run_1/power_grid.png
Pins as bars on the die edge. Tap cells in grey.
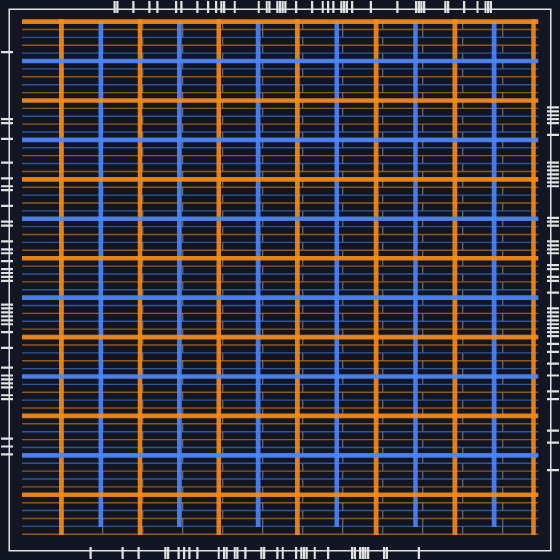
run_1/placement_by_type.png
The bar under the picture is 50 um long. Fill, decap, tap and diode cells in grey.
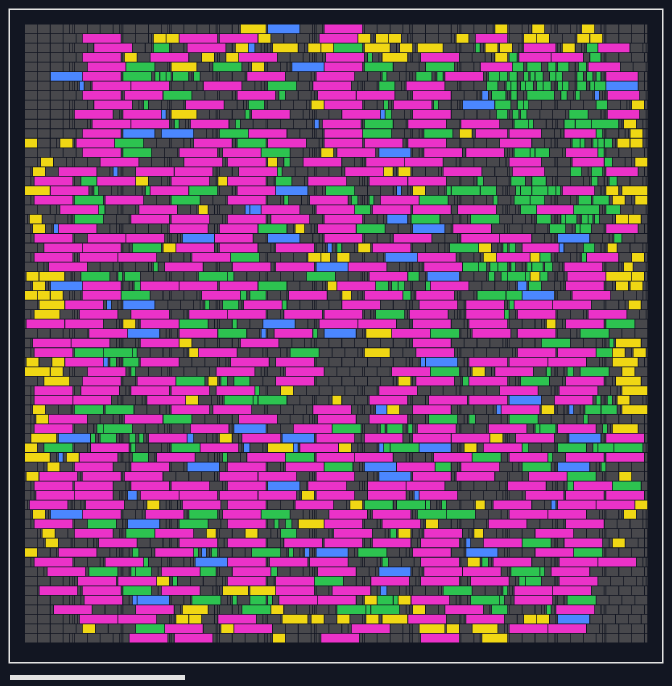
run_1/placement.png
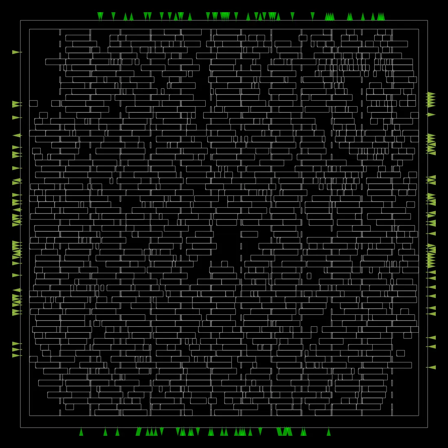
run_1/layer_met2.png
The bar under the picture is 50 um long.
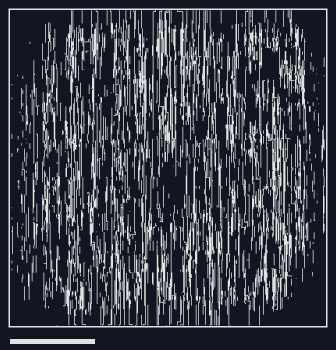
File: config.mk
export PLATFORM = sky130hd
export DESIGN_NAME = fir_out_serializer
export DESIGN_NICKNAME = d
export VERILOG_FILES = /design/src/rtl/fir_out_serializer.sv
export SDC_FILE = /design/constraint.sdc
export NUM_CORES = 1
export LEC_CHECK = 0
export CAP_MARGIN = 0
export CORE_MARGIN = 4
export CORE_UTILIZATION = 50
export CTS_CLUSTER_DIAMETER = 100
export DETAILED_ROUTE_END_ITERATION = 16
export PLACE_DENSITY_LB_ADDON = 0.08
export SETUP_SLACK_MARGIN = 0.2
export SYNTH_ARGS = -nofsm -noshare
export SYNTH_HDL_FRONTEND = slang
export SYNTH_SLANG_ARGS = --single-unit
File: constraint.sdc
create_clock -name clk -period 4.6 [get_ports clk]
set_input_delay 0.92 -clock clk [delete_from_list [all_inputs] [get_ports clk]]
set_output_delay 0.92 -clock clk [all_outputs]
set_load 0.1 [all_outputs]
File: src/rtl/fir_out_serializer.sv
// ---------------------------------------------------------------------------
// fir_out_serializer
//
// Buffers blocks of L parallel Q31 samples coming out of an L-parallel FIR
// and replays them one sample per transfer on a valid/ready stream, lane 0
// (earliest in time) first.  The upstream FIR never stalls.  When the block
// FIFO is full, an arriving block is dropped and counted instead.
//
// Parameters
//   L      samples per block (2..4)
//   DEPTH  block FIFO depth (power of 2, 2..16)
//
// Ports
//   clk         rising-edge clock
//   rst         asynchronous, active-high reset
//   in_valid    a block of L samples is presented this cycle
//   in_y        block samples, index 0 = earliest, index L-1 = latest
//   in_ready    FIFO not full (informational only)
//   out_valid   out_data holds a valid sample
//   out_ready   downstream accepts the sample
//   out_data    serialized Q31 sample
//   out_last    out_data is the last lane of its block
//   overflow    sticky flag: at least one block has been dropped
//   drop_count  number of dropped blocks, saturating at 65535
//   level       number of blocks currently stored
// ---------------------------------------------------------------------------
module fir_out_serializer #(
    parameter int L     = 3,
    parameter int DEPTH = 4
) (
    input  logic                          clk,
    input  logic                          rst,
    input  logic                          in_valid,
    input  logic signed [L-1:0][31:0]     in_y,
    output logic                          in_ready,
    output logic                          out_valid,
    input  logic                          out_ready,
    output logic signed [31:0]            out_data,
    output logic                          out_last,
    output logic                          overflow,
    output logic [15:0]                   drop_count,
    output logic [$clog2(DEPTH):0]        level
);

    localparam int PW = $clog2(DEPTH);
    localparam int LW = $clog2(L);
    localparam logic [LW-1:0] LANE_LAST = LW'(L - 1);
    localparam logic [PW:0]   LVL_FULL  = (PW + 1)'(DEPTH);

    // Block storage holds data only; it is never reset.
    logic [L-1:0][31:0] mem [DEPTH];

    logic [PW-1:0] wptr;
    logic [PW-1:0] rptr;
    logic [LW-1:0] lane;

    logic push;
    logic drop;
    logic xfer;
    logic pop;
    logic [L-1:0][31:0] head;

    // in_ready depends on the registered level only, so out_ready never
    // reaches it combinationally.  A pop in the same cycle does not rescue a
    // block arriving at a full FIFO.
    assign in_ready  = (level != LVL_FULL);
    assign push      = in_valid && in_ready;
    assign drop      = in_valid && !in_ready;

    assign out_valid = (level != '0);
    assign xfer      = out_valid && out_ready;
    assign pop       = xfer && (lane == LANE_LAST);

    assign head      = mem[rptr];
    // Output is forced to zero whenever nothing is stored, which also covers
    // the immediate clearing on reset.
    assign out_data  = out_valid ? signed'(head[lane]) : '0;
    assign out_last  = out_valid && (lane == LANE_LAST);

    always_ff @(posedge clk) begin
        if (push) begin
            mem[wptr] <= in_y;
        end
    end

    always_ff @(posedge clk or posedge rst) begin
        if (rst) begin
            wptr       <= '0;
            rptr       <= '0;
            lane       <= '0;
            level      <= '0;
            overflow   <= 1'b0;
            drop_count <= '0;
        end else begin
            if (push) begin
                wptr <= wptr + 1'b1;
            end
            if (xfer) begin
                lane <= (lane == LANE_LAST) ? '0 : lane + 1'b1;
            end
            if (pop) begin
                rptr <= rptr + 1'b1;
            end
            unique case ({push, pop})
                2'b10:   level <= level + 1'b1;
                2'b01:   level <= level - 1'b1;
                default: level <= level;
            endcase
            if (drop) begin
                overflow <= 1'b1;
                if (drop_count != 16'hFFFF) begin
                    drop_count <= drop_count + 1'b1;
                end
            end
        end
    end

endmodule

==> run_summary.xml, run 1 <==
<?xml version="1.0" encoding="UTF-8"?>
<metrics>
  <group name="run_status">
    <metric name="status" unit="">complete, no violations</metric>
  </group>
  <group name="routing">
    <metric name="drt-met1-wl" unit="mm">14.2</metric>
    <metric name="ant_nets" unit="">0</metric>
    <metric name="drc" unit="">0</metric>
  </group>
  <group name="final_layout">
    <metric name="top_regs" unit="">mem (384), drop_count (16), level (3)</metric>
    <metric name="num-nets-final" unit="">1068</metric>
    <metric name="final-clk-cell-share" unit="%">6.20</metric>
    <metric name="flops" unit="">410</metric>
  </group>
  <group name="yosys">
    <metric name="yosys_top_cell_area_share" unit="%">72.6</metric>
    <metric name="compound_area_share" unit="%">2.54</metric>
    <metric name="commonest_register_cell_after_synthesis" unit="">sky130_fd_sc_hd__edfxtp_1</metric>
    <metric name="top_logic_kind" unit="">multiplexers</metric>
    <metric name="synthesis.nets" unit="">885</metric>
    <metric name="synth_cell_types" unit="">44</metric>
    <metric name="post_synth_mux_area_share" unit="%">14.0</metric>
    <metric name="mapped_cell_area" unit="mm2">0.0159</metric>
    <metric name="synth_xor_xnor_area_share" unit="%">0.937</metric>
  </group>
  <group name="critical_path">
    <metric name="cp-endpoint" unit="">out_data[2]</metric>
    <metric name="cell_type_of_the_slowest_stage_on_the_worst_timing_path" unit="">sky130_fd_sc_hd__nor2b_4</metric>
    <metric name="worst_setup_path_start_kind" unit="">flop</metric>
    <metric name="r2r_start" unit="">level[0]$_DFFE_PP0P_</metric>
    <metric name="path_class" unit="">reg -&gt; out</metric>
  </group>
  <group name="timing">
    <metric name="rsz0062_at_grt" unit="">false</metric>
    <metric name="worst_pin_slew" unit="ps">1090</metric>
    <metric name="layout_worst_path_cycle_share" unit="%">86.6</metric>
    <metric name="max_freq" unit="MHz">251</metric>
    <metric name="drv_slew" unit="">0</metric>
    <metric name="post-route-worst-setup-slack" unit="ps">617</metric>
    <metric name="finalClockSkew" unit="ps">10.4</metric>
  </group>
  <group name="die">
    <metric name="floorplanUtilization" unit="%">50.5</metric>
    <metric name="dieArea" unit="mm2">0.0347</metric>
    <metric name="die_y" unit="um">186</metric>
  </group>
  <group name="placement">
    <metric name="place.detailed.instances" unit="">1319</metric>
    <metric name="buffer_ports.inserted" unit="">154</metric>
    <metric name="place_hpwl" unit="mm">20.0</metric>
  </group>
  <group name="clocking">
    <metric name="clock-sinks" unit="">410</metric>
  </group>
  <group name="run">
    <metric name="stage_log_warnings" unit="">29</metric>
  </group>
  <group name="global_routing">
    <metric name="use_met3" unit="%">3.66</metric>
    <metric name="use_met1" unit="%">27.1</metric>
  </group>
  <group name="hold_path">
    <metric name="worst_hold_path_type" unit="">reg -&gt; reg</metric>
  </group>
</metrics>
Notes on power_grid.png above:
legend:
  orange:
    net: VSS
  blue:
    net: VDD
signal pins: 155
tap cells: 402
rows: 65
met4 straps: 13
met5 straps: 13
placeable core region: 0.0315 mm2

Notes on placement_by_type.png above:
legend:
  yellow:
    class: other buffers and delay cells
    cells: 175
    share_of_their_area: 11%
  green:
    class: combinational and other logic
    cells: 332
    share_of_their_area: 20%
  blue:
    class: clock drivers and dummy loads
    cells: 78
    share_of_their_area: 6.4%
  magenta:
    class: flops
    cells: 410
    share_of_their_area: 63%
Layout Utilization: 62.7%
sequential portion of the cell area: 61.8%
Placement Rows: 65
Post-Layout Inst Area: 0.0197 mm2

Notes on placement.png above:
number of cells in the finished layout apart from fillers: 1,397
Tapcells: 402
number of filler cells placed in the layout: 2,238

Notes on layer_met2.png above:
wire length on this layer: 16,800 um
longest straight run: 76.3 um
aggregate routed wire length: 33.2 mm
vias: 8,062
GR Layer Usage met2: 32.3%

==> run 1 -> run 2 <==
==> constraint.sdc (replaced) <==
create_clock -name clk -period 4.8 [get_ports clk]
set_input_delay 0.96 -clock clk [delete_from_list [all_inputs] [get_ports clk]]
set_output_delay 0.96 -clock clk [all_outputs]
set_load 0.1 [all_outputs]
==> run_summary.xml, run 2 <==
<?xml version="1.0" encoding="UTF-8"?>
<metrics>
  <group name="yosys">
    <metric name="synth_xor_xnor_area_share" unit="%">0.937</metric>
    <metric name="commonest_register_cell_after_synthesis" unit="">sky130_fd_sc_hd__edfxtp_1</metric>
    <metric name="top_logic_kind" unit="">multiplexers</metric>
    <metric name="post_synth_mux_area_share" unit="%">14.0</metric>
    <metric name="synthesis.nets" unit="">885</metric>
    <metric name="yosys_top_cell_area_share" unit="%">72.6</metric>
    <metric name="compound_area_share" unit="%">2.54</metric>
    <metric name="fraction_of_the_mapped_netlist_area_in_adder_cells" unit="%">0.599</metric>
    <metric name="synth_cell_types" unit="">44</metric>
  </group>
  <group name="run_status">
    <metric name="status" unit="">complete, no violations</metric>
  </group>
  <group name="timing">
    <metric name="drv_slew" unit="">0</metric>
    <metric name="max_freq" unit="MHz">252</metric>
    <metric name="layout_worst_path_cycle_share" unit="%">82.5</metric>
    <metric name="finalClockSkew" unit="ps">12.0</metric>
    <metric name="rsz0062_at_grt" unit="">false</metric>
    <metric name="worst_pin_slew" unit="ps">1010</metric>
    <metric name="finalHoldViolations" unit="">0</metric>
    <metric name="post-route-worst-setup-slack" unit="ps">839</metric>
  </group>
  <group name="routing">
    <metric name="drt-met1-wl" unit="mm">13.9</metric>
    <metric name="detail_route.wirelength" unit="mm">32.7</metric>
    <metric name="drc" unit="">0</metric>
    <metric name="ant_nets" unit="">0</metric>
  </group>
  <group name="placement">
    <metric name="place_hpwl" unit="mm">19.3</metric>
    <metric name="buffer_ports.inserted" unit="">154</metric>
    <metric name="place.detailed.instances" unit="">1309</metric>
  </group>
  <group name="global_routing">
    <metric name="grt_overflow" unit="">0</metric>
    <metric name="use_met1" unit="%">26.5</metric>
  </group>
  <group name="die">
    <metric name="core" unit="mm2">0.0315</metric>
    <metric name="boundaryPins" unit="">155</metric>
    <metric name="dieArea" unit="mm2">0.0347</metric>
    <metric name="well_tap_count" unit="">402</metric>
    <metric name="die_y" unit="um">186</metric>
    <metric name="floorplanUtilization" unit="%">50.5</metric>
    <metric name="floorplan.rows" unit="">65</metric>
  </group>
  <group name="hold_path">
    <metric name="timing.hold.worst_path_depth" unit="">1</metric>
    <metric name="worst_hold_path_type" unit="">reg -&gt; reg</metric>
  </group>
  <group name="final_layout">
    <metric name="num-nets-final" unit="">1059</metric>
    <metric name="top_regs" unit="">mem (384), drop_count (16), level (3)</metric>
    <metric name="regMostFlops" unit="">mem</metric>
    <metric name="final-clk-cell-share" unit="%">6.48</metric>
  </group>
  <group name="run">
    <metric name="stage_log_warnings" unit="">29</metric>
  </group>
  <group name="critical_path">
    <metric name="cell_type_of_the_slowest_stage_on_the_worst_timing_path" unit="">sky130_fd_sc_hd__nor2b_4</metric>
    <metric name="worst_setup_path_start_kind" unit="">flop</metric>
    <metric name="crit_path_cell_trace" unit="">or3_1, nor2b_4, o21ai_0, o22ai_1, buf_12</metric>
    <metric name="r2r_start" unit="">level[2]$_DFFE_PP0P_</metric>
    <metric name="path_class" unit="">reg -&gt; out</metric>
  </group>
  <group name="clocking">
    <metric name="clock-sinks" unit="">410</metric>
  </group>
</metrics>
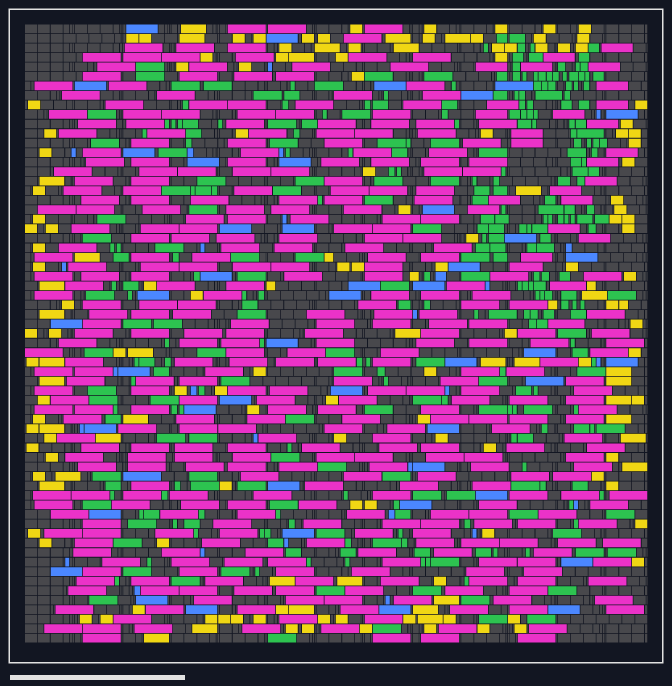
run_2/placement_by_type.png
The bar under the picture is 50 um long. Fill, decap, tap and diode cells in grey.
legend:
  yellow:
    class: other buffers and delay cells
    cells: 165
    share_of_their_area: 10%
  blue:
    class: clock drivers and dummy loads
    cells: 73
    share_of_their_area: 6.6%
  magenta:
    class: flops
    cells: 410
    share_of_their_area: 63%
  green:
    class: combinational and other logic
    cells: 332
    share_of_their_area: 19%
Post-Layout Inst Area: 0.0197 mm2
sequential portion of the cell area: 61.8%

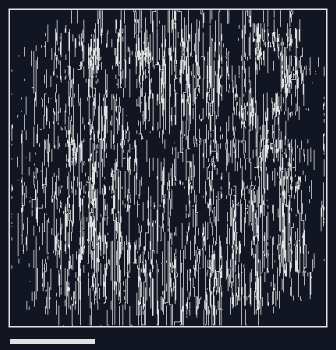
run_2/layer_met2.png
The bar under the picture is 50 um long.
wire length on this layer: 16,300 um
longest straight run: 72.9 um
GR Layer Usage met2: 31.6%
vias: 7,940

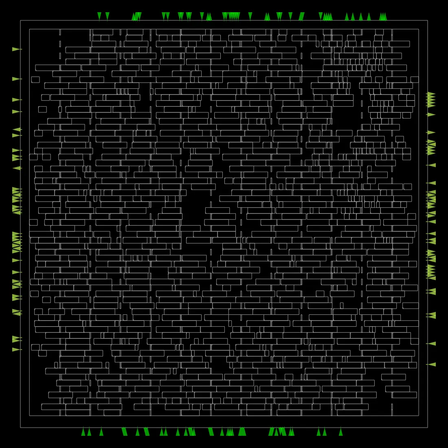
run_2/placement.png
flip-flops: 410
number of cells in the finished layout apart from fillers: 1,382
Layout Utilization: 62.7%
number of filler cells placed in the layout: 2,189

